Design pipelined_addsub, sky130hd; sources not shown.
Fig. 1: signal wires by layer
The bar under the picture is 20 um long.
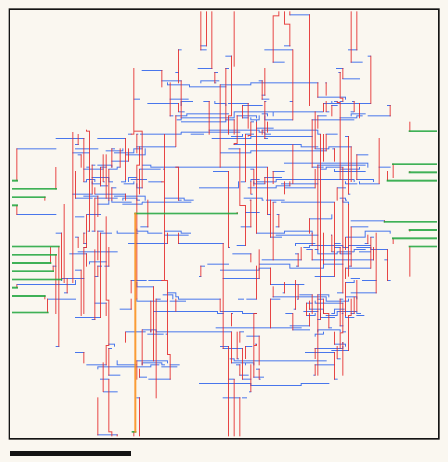
| colour | layer | wire length |
|---|---|---|
| orange | metal 4 | 36.0 um |
| green | metal 3 | 127 um |
| red | metal 2 | 1,220 um |
| blue | metal 1 | 1,100 um |
gr usage total: 10.6%
total number of vias: 1,034
Post-Route WL: 2480 um

Fig. 2: signal wires on met3
The bar under the picture is 20 um long.
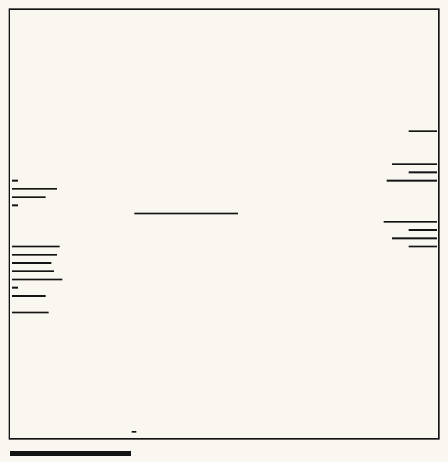
nets with wire on the layer: 21
wire length on this layer: 127 um
share of all routed wire: 5.1%
longest straight run: 16.8 um
main direction: horizontal
met3 global-route usage: 2.13%

==> impl_metrics.tcl <==
# place-and-route summary
set metrics [dict create \
    status "finished clean" \
    timing.fmax_mhz 390 \
    ff_latch_area_sq_um 651 \
    relSlewSlack_pct 65.2 \
    ff2ff_path_depth 9 \
    maxUsedRoutingLayer "met4" \
    top_logic_kind "simple AND/OR/NAND/NOR gates" \
    wl_per_cell_um 10.6 \
    setup_slack_ns 0.589 \
    yosys.area.top_type_share_pct 28.4 \
    comb_cells 92 \
    edf_count 13 \
    p_comb_mw 0.223 \
    gr-max-usage-layer "met2" \
    synth-seq-cells 26 \
    mux_share_pct 0 \
    yosys.stat.chipArea_sq_um 1380 \
    ff_count 26 \
    first_global_vias 1046 \
    cp_slowest_cell "clkdlybuf4s50_1" \
    endpoint_kind "flop" \
    yosysMostFrequentCell "inv_1" \
    report.power.total_mw 0.825 \
    finalSetupViolations 0 \
    io_buffers 35 \
]
